==> src/rtl/accum_alu_n_bits.sv <==
// Two-stage accumulator ALU: operand/op register, then ADD/SUB/LOAD/CLEAR into an N-bit accumulator with flags.
// Optional feature: define ACCUM_SATURATE_EN to clamp S to signed max/min on signed overflow.
module accum_alu_n_bits #(
  parameter int N = 8,
  parameter int C = 8
) (
  input  logic         clk,
  input  logic         aclr,
  input  logic [N-1:0] A,
  input  logic [1:0]   op,
  input  logic         in_valid,
  output logic [N-1:0] S,
  output logic         carry,
  output logic         overflow,
  output logic         ovf_sticky,
  output logic         zero,
  output logic         out_valid,
  output logic [C-1:0] op_cnt
);

  localparam logic [1:0] OP_ADD   = 2'b00;
  localparam logic [1:0] OP_SUB   = 2'b01;
  localparam logic [1:0] OP_LOAD  = 2'b10;
  localparam logic [1:0] OP_CLEAR = 2'b11;

  logic [N-1:0] b_r;
  logic [1:0]   opr_r;
  logic         vld_r;

  logic [N-1:0] s_r;
  logic         carry_r;
  logic         ovf_r;
  logic         sticky_r;
  logic         zero_r;
  logic         out_valid_r;
  logic [C-1:0] cnt_r;

  logic [N:0]   wide_s;
  logic [N-1:0] s_next_s;
  logic         carry_next_s;
  logic         ovf_next_s;
  logic         sticky_next_s;

  // Signed overflow: operand signs must (ADD) or must not (SUB) match, and the result sign flips.
  function automatic logic signed_ovf(input logic sub, input logic sa, input logic sb, input logic sr);
    signed_ovf = ((sub ? (sa != sb) : (sa == sb)) && (sr != sa));
  endfunction

  // Stage 1: capture operand, op code and valid on every edge.
  always_ff @(posedge clk or negedge aclr) begin
    if (!aclr) begin
      b_r   <= {N{1'b0}};
      opr_r <= 2'b00;
      vld_r <= 1'b0;
    end else begin
      b_r   <= A;
      opr_r <= op;
      vld_r <= in_valid;
    end
  end

  // Stage 2 datapath: N+1-bit arithmetic so the top bit is carry (ADD) or borrow (SUB).
  always_comb begin
    wide_s        = {1'b0, s_r};
    carry_next_s  = 1'b0;
    ovf_next_s    = 1'b0;
    case (opr_r)
      OP_ADD: begin
        wide_s       = {1'b0, s_r} + {1'b0, b_r};
        carry_next_s = wide_s[N];
        ovf_next_s   = signed_ovf(1'b0, s_r[N-1], b_r[N-1], wide_s[N-1]);
      end
      OP_SUB: begin
        wide_s       = {1'b0, s_r} - {1'b0, b_r};
        carry_next_s = wide_s[N];
        ovf_next_s   = signed_ovf(1'b1, s_r[N-1], b_r[N-1], wide_s[N-1]);
      end
      OP_LOAD: begin
        wide_s = {1'b0, b_r};
      end
      OP_CLEAR: begin
        wide_s = {(N+1){1'b0}};
      end
      default: begin
        wide_s = {1'b0, s_r};
      end
    endcase
`ifdef ACCUM_SATURATE_EN
    // True result has the sign of S whenever overflow occurs, for both ADD and SUB.
    if (ovf_next_s) begin
      s_next_s = s_r[N-1] ? {1'b1, {(N-1){1'b0}}} : {1'b0, {(N-1){1'b1}}};
    end else begin
      s_next_s = wide_s[N-1:0];
    end
`else
    s_next_s = wide_s[N-1:0];
`endif
    if (opr_r == OP_CLEAR) begin
      sticky_next_s = 1'b0;
    end else begin
      sticky_next_s = sticky_r | ovf_next_s;
    end
  end

  // Stage 2 state: update accumulator and flags only when the stage-1 op is valid.
  always_ff @(posedge clk or negedge aclr) begin
    if (!aclr) begin
      s_r         <= {N{1'b0}};
      carry_r     <= 1'b0;
      ovf_r       <= 1'b0;
      sticky_r    <= 1'b0;
      zero_r      <= 1'b1;
      out_valid_r <= 1'b0;
      cnt_r       <= {C{1'b0}};
    end else if (vld_r) begin
      s_r         <= s_next_s;
      carry_r     <= carry_next_s;
      ovf_r       <= ovf_next_s;
      sticky_r    <= sticky_next_s;
      zero_r      <= (s_next_s == {N{1'b0}});
      out_valid_r <= 1'b1;
      cnt_r       <= cnt_r + {{(C-1){1'b0}}, 1'b1};
    end else begin
      out_valid_r <= 1'b0;
    end
  end

  assign S          = s_r;
  assign carry      = carry_r;
  assign overflow   = ovf_r;
  assign ovf_sticky = sticky_r;
  assign zero       = zero_r;
  assign out_valid  = out_valid_r;
  assign op_cnt     = cnt_r;

endmodule

==> config.mk <==
export PLATFORM = sky130hd
export DESIGN_NAME = accum_alu_n_bits
export DESIGN_NICKNAME = d
export VERILOG_FILES = /design/src/rtl/accum_alu_n_bits.sv
export SDC_FILE = /design/constraint.sdc
export NUM_CORES = 1
export LEC_CHECK = 0
export ABC_AREA = 1
export CAP_MARGIN = 20
export CORE_AREA = 2 2 67 69
export DETAILED_ROUTE_END_ITERATION = 8
export DIE_AREA = 0 0 69 71
export PLACE_DENSITY = 0.77
export REMOVE_ABC_BUFFERS = 1
export SLEW_MARGIN = 40
export SYNTH_ARGS = -nofsm -noshare
export SYNTH_HDL_FRONTEND = slang
export SYNTH_SLANG_ARGS = --single-unit
==> constraint.sdc <==
create_clock -name clk -period 2 [get_ports clk]
set_input_delay 0.4 -clock clk [delete_from_list [all_inputs] [get_ports clk]]
set_output_delay 0.4 -clock clk [all_outputs]
set_load 0.03 [all_outputs]
The metal 1 layer:
Supply wires on this layer in gray.
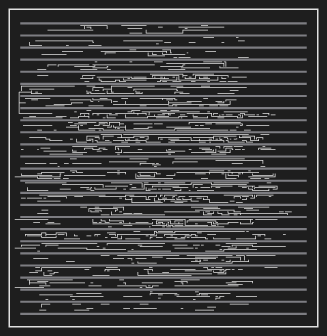
longest straight run: 28.1 µm
main direction: horizontal
nets with wire on the layer: 324
share of all routed wire: 43%

Metal 2:
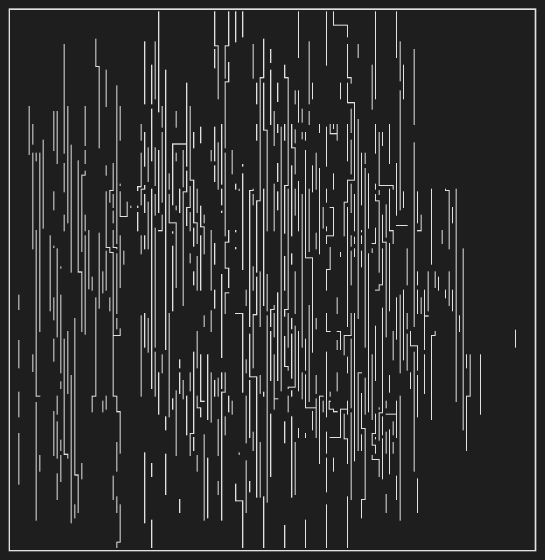
wire length on this layer: 2,680 µm
main direction: vertical
share of all routed wire: 50%

==> summary.json <==
{
  "run_status": {
    "outcome": "finished, final reports clean"
  },
  "floorplan": {
    "dieArea_um2": 4900,
    "floorplan.core_area_um2": 4200,
    "pin_count": 34,
    "initial_utilization_pct": 51.3,
    "die_h_um": 71,
    "core.rowCount": 24
  },
  "synthesis": {
    "post_synth_aoi_oai_area_pct": 7.20,
    "edf_count": 0,
    "top_area_cells_in_the_synthesized_netlist": "sky130_fd_sc_hd__dfrtp_1 (36%), sky130_fd_sc_hd__nand2_1 (15%), sky130_fd_sc_hd__ha_1 (9.9%)",
    "netlist_top_cells_count": "sky130_fd_sc_hd__nand2_1 (88), sky130_fd_sc_hd__inv_1 (39), sky130_fd_sc_hd__nand3_1 (32)",
    "netlist.top_cell.by_area": "sky130_fd_sc_hd__dfrtp_1",
    "synth_sequential_area_ratio_pct": 37.2,
    "synthMuxAreaShare_pct": 0,
    "topCombFamilyByArea": "simple AND/OR/NAND/NOR gates",
    "synth.ff_latch_count": 32,
    "simple_gate_area_share_pct": 31.2,
    "share_of_the_synthesized_netlist_area_taken_by_xor_and_xnor_gates_pct": 2.84,
    "synthFlopType": "sky130_fd_sc_hd__dfrtp_1",
    "most_used_standard_cell_by_instance_count_after_synthesis": "sky130_fd_sc_hd__nand2_1",
    "syn_std_cell_area_um2": 2160,
    "synth.distinct_cells": 29,
    "synthCells": 288,
    "asyncSetResetFlopFracSynth_pct": 100,
    "synth.yosys.num_cells": 288,
    "yosys.area.top_type_share_pct": 36.0,
    "ys_warn_count": 0,
    "yosys.stat.chipArea_um2": 2160,
    "fa_ha_area_share_pct": 11.7
  },
  "power_and_ir_drop": {
    "pwr-share-seq_pct": 32.8,
    "pwr.group.clock_uw": 537,
    "pwr-share-comb_pct": 47.9,
    "p_comb_uw": 1340,
    "power_uw": 2790,
    "maxPowerGroup": "combinational cells",
    "clockPowerShare_pct": 19.2,
    "p_int_uw": 1620,
    "cellLeakagePower_uw": 0.00139,
    "pg_seq_uw": 916,
    "cellPowerDensity_nw_per_um2": 1020,
    "netSwitchingPower_uw": 1160
  },
  "worst_setup_path": {
    "cp-end-kind": "flip-flop",
    "r2r.worst_path.cells": 10,
    "worstSetupStartpoint": "S[1]$_DFFE_PN0P_",
    "regToRegStartpoint": "S[1]$_DFFE_PN0P_",
    "timing_worst_setup_path_type": "reg2reg",
    "cpMaxStageDelayCell": "sky130_fd_sc_hd__dfrtp_2",
    "crit_family": "simple AND/OR/NAND/NOR gates",
    "cp_cell_sequence": "ha_1, nor2_2, nand2_1, a21oi_1, nor2_1, nor2_1, nand3_1, nor2_1, nand2_1, nand2_1",
    "reg2reg_to": "zero$_DFFE_PN1P_",
    "critPathLaunchType": "flip-flop",
    "cp-endpoint": "zero$_DFFE_PN1P_",
    "critical_path_depth": 10,
    "timing.critical_path.slowest_cell_delay_ns": 0.47,
    "rrSetupSlack_ns": 0.07,
    "worstPathMaxFanout": 6
  },
  "final_timing": {
    "final-hold-violation-count": 0,
    "timing_worst_slew_pin_value_ns": 0.491,
    "max_slew_margin_pct": 67.2,
    "max_clock_freq_mhz": 517,
    "fin_setup_tns_ns": 0,
    "maximum_clock_skew_at_final_layout_ns": 0.00604,
    "rsz_0062_raised_after_global_routing": "true",
    "final.hold.worst_slack_ns": 0.469,
    "period_used_pct": 96.6,
    "final_critical_path_setup_slack_ns": 0.0674,
    "fin_crit_ns": 1.93,
    "timing.final.setup_violations": 0,
    "drv_slew": 0
  },
  "placement": {
    "gp_congestion": 0.982,
    "pre_cts_slack_ns": 0.0280,
    "half_perimeter_wire_length_of_the_detailed_placement_result_mm": 4.14,
    "placed_area_um2": 2560,
    "port-buffer-count": 33,
    "post-place-cells": 376
  },
  "drt": {
    "routed-via-count": 2000,
    "routedWlPerCell_um": 13.9,
    "first_pass_iters": 4,
    "postRouteAntennaNets": 0,
    "route.final.wire_length_mm": 5.39,
    "drt_iter0_markers": 144,
    "routed_via_count_divided_by_cell_count": 5.17
  },
  "clock_network": {
    "numCtsBuffers": 5,
    "clock-root-buffer": "sky130_fd_sc_hd__clkbuf_8",
    "cts-root-to-sink-buffers": 2,
    "number_of_h_tree_levels": 2,
    "tritoncts_clock_tree": "done",
    "cts_hold_repair.buffers": 0,
    "clk_pin_slew_ns": 0.07
  },
  "grt": {
    "grt_overflow_total": 0,
    "grt_start_max_net_pins": 33,
    "via_count_of_the_first_global_routing_pass": 2025,
    "grt_first_pass_wirelength_mm": 9.11,
    "globalRouteTotalUtil_pct": 23.5
  },
  "worst_hold_path": {
    "hold-path-endpoint": "op_cnt[7]$_DFFE_PN0P_",
    "min-delay-path-class": "reg2reg",
    "hold-path-cell-count": 1
  },
  "layout": {
    "post_route_cells_drive_above_1_share_pct": 14.9,
    "layout_top_cells": "sky130_fd_sc_hd__nand2_1 (88), sky130_fd_sc_hd__inv_1 (35), sky130_fd_sc_hd__clkdlybuf4s50_1 (33)",
    "area_delta_synth_final_pct": 26.6,
    "layout.area.comb_um2": 1180,
    "layout.area.seq_um2": 803,
    "diodes": 0,
    "fillerInstances": 366,
    "final-instance-count-excl-fill": 387,
    "layout.cells.most_common": "sky130_fd_sc_hd__nand2_1"
  },
  "run": {
    "tool_warnings": 34
  }
}
## timing repair
item	in CTS	in global routing
buffers inserted	0	4
endpoints found under the setup margin	1	5
pin swaps	0	4
gates resized	1	16
gates cloned	0	0
## area by class of cell
cell class	count	area share, %
repair buffers	46	15.7
clock buffers	7	3.53
multi-input cells	208	43.2
well taps	52	2.38
inverters	42	5.77
flip-flops and latches	32	29.4
## sequential cells by signal, indices dropped and copies added (netlist names)
signal,flops
S,8
b_r,8
op_cnt,8
opr_r,2
carry,1
out_valid,1
overflow,1
ovf_sticky,1
vld_r,1
zero,1
## metal layers
layer | routed length [µm] | track usage, %
met1 | 2320 | 28.3
met2 | 2680 | 41.0
met3 | 283 | 4.70
met4 | 110 | 10.2
met5 | 0 | 0
Power and IR drop assume default switching activity.
